detail.png
Scale bar: 10 µm. Region (62, 77) to (92, 107) µm. Cells in grey, sequential cells in the stronger grey; small squares are vias.
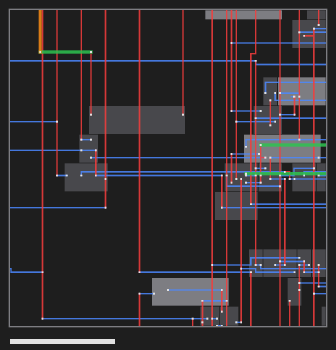
wires.png
Only two layers are drawn.
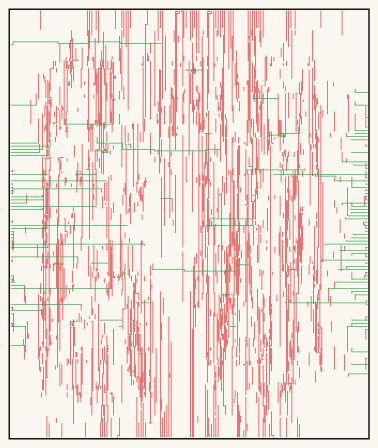
layer_met4.png
Supply wires on this layer in grey.
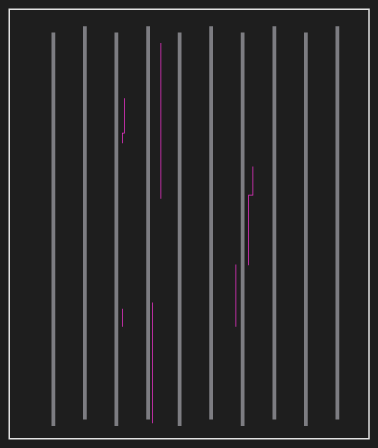
layer_met1.png
Supply wires on this layer in grey.
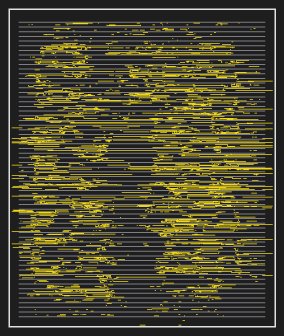
<file path="config.mk">
export PLATFORM = sky130hd
export DESIGN_NAME = fetch_unit
export DESIGN_NICKNAME = d
export VERILOG_FILES = /design/src/rtl/fetch_pkg.sv /design/src/rtl/fetch_unit_pc_register.sv /design/src/rtl/fetch_unit.sv
export SDC_FILE = /design/constraint.sdc
export NUM_CORES = 1
export LEC_CHECK = 0
export ABC_AREA = 0
export CAP_MARGIN = 40
export CORE_AREA = 5 5 149 179
export CTS_CLUSTER_SIZE = 10
export DETAILED_ROUTE_END_ITERATION = 8
export DIE_AREA = 0 0 154 184
export GPL_TIMING_DRIVEN = 0
export PLACE_DENSITY_LB_ADDON = 0.05
export SKIP_CTS_REPAIR_TIMING = 1
export SYNTH_ARGS = -nofsm -noshare
export SYNTH_HDL_FRONTEND = slang
export SYNTH_SLANG_ARGS = --single-unit
</file>
<file path="constraint.sdc">
create_clock -name Clk -period 3.35 [get_ports Clk]
set_input_delay 0.67 -clock Clk [delete_from_list [all_inputs] [get_ports Clk]]
set_output_delay 0.67 -clock Clk [all_outputs]
set_load 0.02 [all_outputs]
</file>
<file path="src/rtl/fetch_pkg.sv">
// Shared constants for the instruction fetch unit: FSM encoding, PC step and
// the reset/idle instruction word.
package fetch_pkg;

  localparam logic [1:0] ST_IDLE  = 2'd0;
  localparam logic [1:0] ST_FETCH = 2'd1;
  localparam logic [1:0] ST_HOLD  = 2'd2;
  localparam logic [1:0] ST_DRAIN = 2'd3;

  localparam logic [31:0] PC_INC    = 32'd4;
  localparam logic [31:0] INSTR_NOP = 32'd0;

  // Fetch addresses are always word aligned, whatever a redirect asks for.
  function automatic logic [31:0] align_word(input logic [31:0] addr);
    return addr & 32'hFFFF_FFFC;
  endfunction

endpackage

</file>
<file path="src/rtl/fetch_unit_pc_register.sv">
// Program counter register: redirect load has priority over increment;
// with neither asserted the PC holds.
module pc_register
  import fetch_pkg::*;
#(
  parameter logic [31:0] RESET_PC = 32'h0000_0000
) (
  input  logic        i_clk,
  input  logic        i_rst_n,
  input  logic        i_load,
  input  logic [31:0] i_load_val,
  input  logic        i_inc,
  output logic [31:0] o_pc
);

  logic [31:0] r_pc;

  always_ff @(posedge i_clk) begin
    if (!i_rst_n) begin
      r_pc <= RESET_PC;
    end else if (i_load) begin
      r_pc <= align_word(i_load_val);
    end else if (i_inc) begin
      r_pc <= r_pc + PC_INC;
    end
  end

  assign o_pc = r_pc;

endmodule

</file>
<file path="src/rtl/fetch_unit.sv">
// Instruction fetch unit: single-outstanding request to instruction memory,
// stall buffering, branch redirect. Optional counters under FETCH_PERF_EN.
module fetch_unit
  import fetch_pkg::*;
#(
  parameter logic [31:0] RESET_PC = 32'h0000_0000
) (
  input  logic        Clk,
  input  logic        Rst,
  input  logic        PCWrite,
  input  logic        Branch_taken,
  input  logic [31:0] Branch_target,
  output logic        Imem_req,
  output logic [31:0] Imem_addr,
  input  logic        Imem_ready,
  input  logic [31:0] Imem_data,
  output logic [31:0] PC_out,
  output logic [31:0] PCAdder_out,
  output logic [31:0] Instruction_out,
  output logic        Fetch_valid,
  output logic        IFID_flush,
  output logic [1:0]  o_dbg_state
`ifdef FETCH_PERF_EN
  ,
  output logic [31:0] Perf_fetched,
  output logic [31:0] Perf_stall
`endif
);

  // Memory handshake: Imem_req/Imem_addr stay asserted and stable in FETCH
  // until a cycle with Imem_ready=1; Imem_data is valid only in that cycle.
  // The memory keeps one accepted request in flight even if req drops (DRAIN).

  logic [1:0]  r_state;
  logic [1:0]  w_state_nxt;
  logic        r_fetch_valid;
  logic [31:0] r_instr;
  logic [31:0] r_pcadd;
  logic [31:0] r_hold_buf;

  logic        w_in_fetch;
  logic        w_in_hold;
  logic        w_deliver;
  logic        w_capture;
  logic [31:0] w_pc;
  logic [31:0] w_pc_plus4;

  assign w_in_fetch = (r_state == ST_FETCH);
  assign w_in_hold  = (r_state == ST_HOLD);
  assign w_deliver  = !Branch_taken && PCWrite &&
                      ((w_in_fetch && Imem_ready) || w_in_hold);
  assign w_capture  = !Branch_taken && !PCWrite && w_in_fetch && Imem_ready;
  assign w_pc_plus4 = w_pc + PC_INC;

  pc_register #(
    .RESET_PC (RESET_PC)
  ) u_pc (
    .i_clk      (Clk),
    .i_rst_n    (Rst),
    .i_load     (Branch_taken),
    .i_load_val (Branch_target),
    .i_inc      (w_deliver),
    .o_pc       (w_pc)
  );

  always_comb begin
    w_state_nxt = r_state;
    case (r_state)
      ST_IDLE:  w_state_nxt = ST_FETCH;
      ST_FETCH: begin
        if (Branch_taken) begin
          w_state_nxt = Imem_ready ? ST_FETCH : ST_DRAIN;
        end else if (w_capture) begin
          w_state_nxt = ST_HOLD;
        end
      end
      ST_HOLD:  if (Branch_taken || PCWrite) w_state_nxt = ST_FETCH;
      ST_DRAIN: if (Imem_ready) w_state_nxt = ST_FETCH;
      default:  w_state_nxt = ST_IDLE;
    endcase
  end

  always_ff @(posedge Clk) begin
    if (!Rst) begin
      r_state       <= ST_IDLE;
      r_fetch_valid <= 1'b0;
      r_instr       <= INSTR_NOP;
      r_pcadd       <= 32'd0;
      r_hold_buf    <= INSTR_NOP;
    end else begin
      r_state       <= w_state_nxt;
      r_fetch_valid <= w_deliver;
      if (w_deliver) begin
        r_instr <= w_in_hold ? r_hold_buf : Imem_data;
        r_pcadd <= w_pc_plus4;
      end
      // Buffer is dropped once HOLD exits, whether released or redirected.
      if (w_capture) begin
        r_hold_buf <= Imem_data;
      end else if (w_in_hold && (Branch_taken || PCWrite)) begin
        r_hold_buf <= INSTR_NOP;
      end
    end
  end

  assign Imem_req        = w_in_fetch;
  assign Imem_addr       = w_pc;
  assign PC_out          = w_pc;
  assign PCAdder_out     = r_pcadd;
  assign Instruction_out = r_instr;
  assign Fetch_valid     = r_fetch_valid;
  assign IFID_flush      = Branch_taken;
  assign o_dbg_state     = r_state;

`ifdef FETCH_PERF_EN
  logic [31:0] r_perf_fetched;
  logic [31:0] r_perf_stall;

  always_ff @(posedge Clk) begin
    if (!Rst) begin
      r_perf_fetched <= 32'd0;
      r_perf_stall   <= 32'd0;
    end else begin
      if (r_fetch_valid && (r_perf_fetched != 32'hFFFF_FFFF)) begin
        r_perf_fetched <= r_perf_fetched + 32'd1;
      end
      if ((w_in_fetch || w_in_hold) && !w_deliver &&
          (r_perf_stall != 32'hFFFF_FFFF)) begin
        r_perf_stall <= r_perf_stall + 32'd1;
      end
    end
  end

  assign Perf_fetched = r_perf_fetched;
  assign Perf_stall   = r_perf_stall;
`endif

endmodule

</file>
==> changes_impl.md <==
### Physical design

- Clock Skew: 0.0192 ns
- Crit path arrival time: 2.71 ns
- Comb. cell area: 2960 µm²
- FF+latch count, synth: 127
- DRT Wirelength: 22300 µm
- Overall Global Routing Usage: 15.5%
- Mi-comb count: 490
- Setup Crit Path Kind: input port to flip-flop
- Area grow syn2layout: 48.9%
- Synthesized cell area: 6070 µm²
- Die width: 154 µm
- R2R setup slack: 0.95 ns
- OpenROAD warning count: 28
- Post-synthesis area per instance: 8.50 µm²
- Cell Chain, Critical Path: clkdlybuf4s50_1, nand4b_1, a2111oi_2, nand3_1, xor2_1, a21oi_1
- Simple-gate share of the synthesized area: 21.1%
- Peak Freq: 411 MHz
- Vias per cell: 4.52
- Syn Inst Count: 714
- Clk ins delay skew pair: 0.43 ns
- Routed len/inst: 17.6 µm
- DR WL met3: 1320 µm
- Routing usage on met1: 18.9%
- Slew Viols, Final: 0
- Row count: 63
- CP startpoint kind: input port
- Area after DPL: 8410 µm²
- Crit path required time: 3.63 ns
- Post-synth top cells: dfxtp_1, nor2_1, nand2_1
- Final hold viol count: 0
- Slew margin rel.: 43.2%
- Setup TNS Final: 0 ns
- Met2 usage: 27.2%
- Outcome: completed
- Synth top cell by count: dfxtp_1
- IO buf count: 191
- WL met2: 11200 µm
- Non-clk invs: 4
- Leakage: 3.18 nW
- Final core occ: 36.8%
- Flip-flops with a built-in enable: 0
- CTS tree: built
- Worst slew pin tran: 0.846 ns
- Gr ovfl total: 0
- Die H: 184 µm
- Hold WS: 0.472 ns
- Antenna-violating nets left: 0
- Drt pass-1 iters: 5
- YS chip area: 6070 µm²
- Max-Cap Viols: 0
- Met3 GRT Util: 4.38%
- Num CTS Buffers: 17
- Worst setup EP type: flip-flop
- CP max FO: 5
- Power per cell area: 481 nW/µm²
- Ports: 202
- Worst Setup SP: PCWrite
- Design Area, Final: 9040 µm²
- VDD IR-drop max: 348 µV
- Share of post-route cells with drive strength above 1: 13.1%
- Aoi share: 18.9%
- CTS Sinks: 127
- Yosys adder share: 0.206%
- Grt peak-use layer: met2
- Vias post-DR: 5721
- Synth Warn #: 0
- Worst hold path type: flip-flop to flip-flop
- MUX share of area: 0.165%
- Sequential area share after synthesis: 41.9%
- Max H-tree Level: 4
- Data buffer area share: 27.5%
- Largest net degree at the start of global routing: 17
- Synth async-reset ratio: 0%
- Power Total: 4.35 mW
- Seq. cell area: 2540 µm²
- CP Capture Point: u_pc.o_pc[16]
- CP max stage cell: a2111oi_2
- Die ar.: 28300 µm²
- Highest routed layer: met4
- ClkCell Share: 7.01%
- Bufs w/o clock: 289
Notes on detail.png above:
Orange shows metal 4. Green shows metal 3. Blue shows metal 1. Red shows metal 2.
Netlist names of flops here include PCAdder_out (2), u_pc.o_pc (1). 19 logic cells have their middle in the window. Most frequent: dfxtp_1 (3), clkbuf_1 (3), xnor2_1 (2). Sequential cells in the window: 3.

Notes on wires.png above:
Green shows metal 3, wire length 1320 µm. Red shows metal 2, wire length 11200 µm.

Notes on layer_met4.png above:
The longest straight run is 66.6 µm. The layer carries 216 µm of wire. The layer holds 0.97% of the routed length. 3 nets have wire on it.

Notes on layer_met1.png above:
896 nets have wire on it. The wires run mostly horizontal. The layer holds 43% of the routed length. The layer carries 9600 µm of wire.

## placed cells by master (no fill, tap or decap), types with 2 or more instances in the layout
master / instances
nor3_1: 5
nor2b_1: 2
clkbuf_1: 35
clkdlybuf4s50_1: 191
o21ai_0: 42
a311oi_1: 33
xnor2_1: 39
inv_6: 3
and3_1: 7
buf_6: 4
nor4_2: 5
clkinv_4: 4
dfxtp_1: 127
buf_2: 19
buf_4: 40
o21ai_1: 2
a211oi_1: 10
and4_1: 8
nand2_1: 85
nor3_2: 7
conb_1: 6
xor2_1: 17
nand4_1: 9
nand2b_1: 2
clkbuf_16: 17
nor2_1: 96
bufinv_16: 4
inv_1: 4
a22oi_1: 33
nand3_1: 10
nor2_2: 2
a211oi_2: 3
a21oi_1: 42
## power by group
group | internal (mW) | leakage [nW] | total [mW] | switching [mW]
registers | 1.58 | 1.04 | 1.65 | 0.0710
clock network | 1.26 | 0.307 | 2.03 | 0.766
logic | 0.330 | 1.84 | 0.675 | 0.345
total | 3.17 | 3.18 | 4.35 | 1.18
## how the worst min path moves through the flow
stage                              start                  end  slack (ns)  depth (start not counted)
after floorplan            r_hold_buf[0]   Instruction_out[0]        0.45                          2
after global placement    PCAdder_out[3]       PCAdder_out[3]        0.46                          2
after detailed placement  PCAdder_out[3]       PCAdder_out[3]        0.47                          2
after CTS                 PCAdder_out[3]       PCAdder_out[3]        0.48                          2
after global routing      r_hold_buf[25]  Instruction_out[25]        0.49                          2
final                     PCAdder_out[3]       PCAdder_out[3]        0.47                          2
## critical path: cells and delay by family
family                 cells  cell delay [ns]
XOR/XNOR                   1             0.17
buffers and inverters      1             0.61
AND-OR/OR-AND              2             0.86
AND/OR/NAND/NOR            2             0.41
Power is estimated from default activity; no workload was simulated.
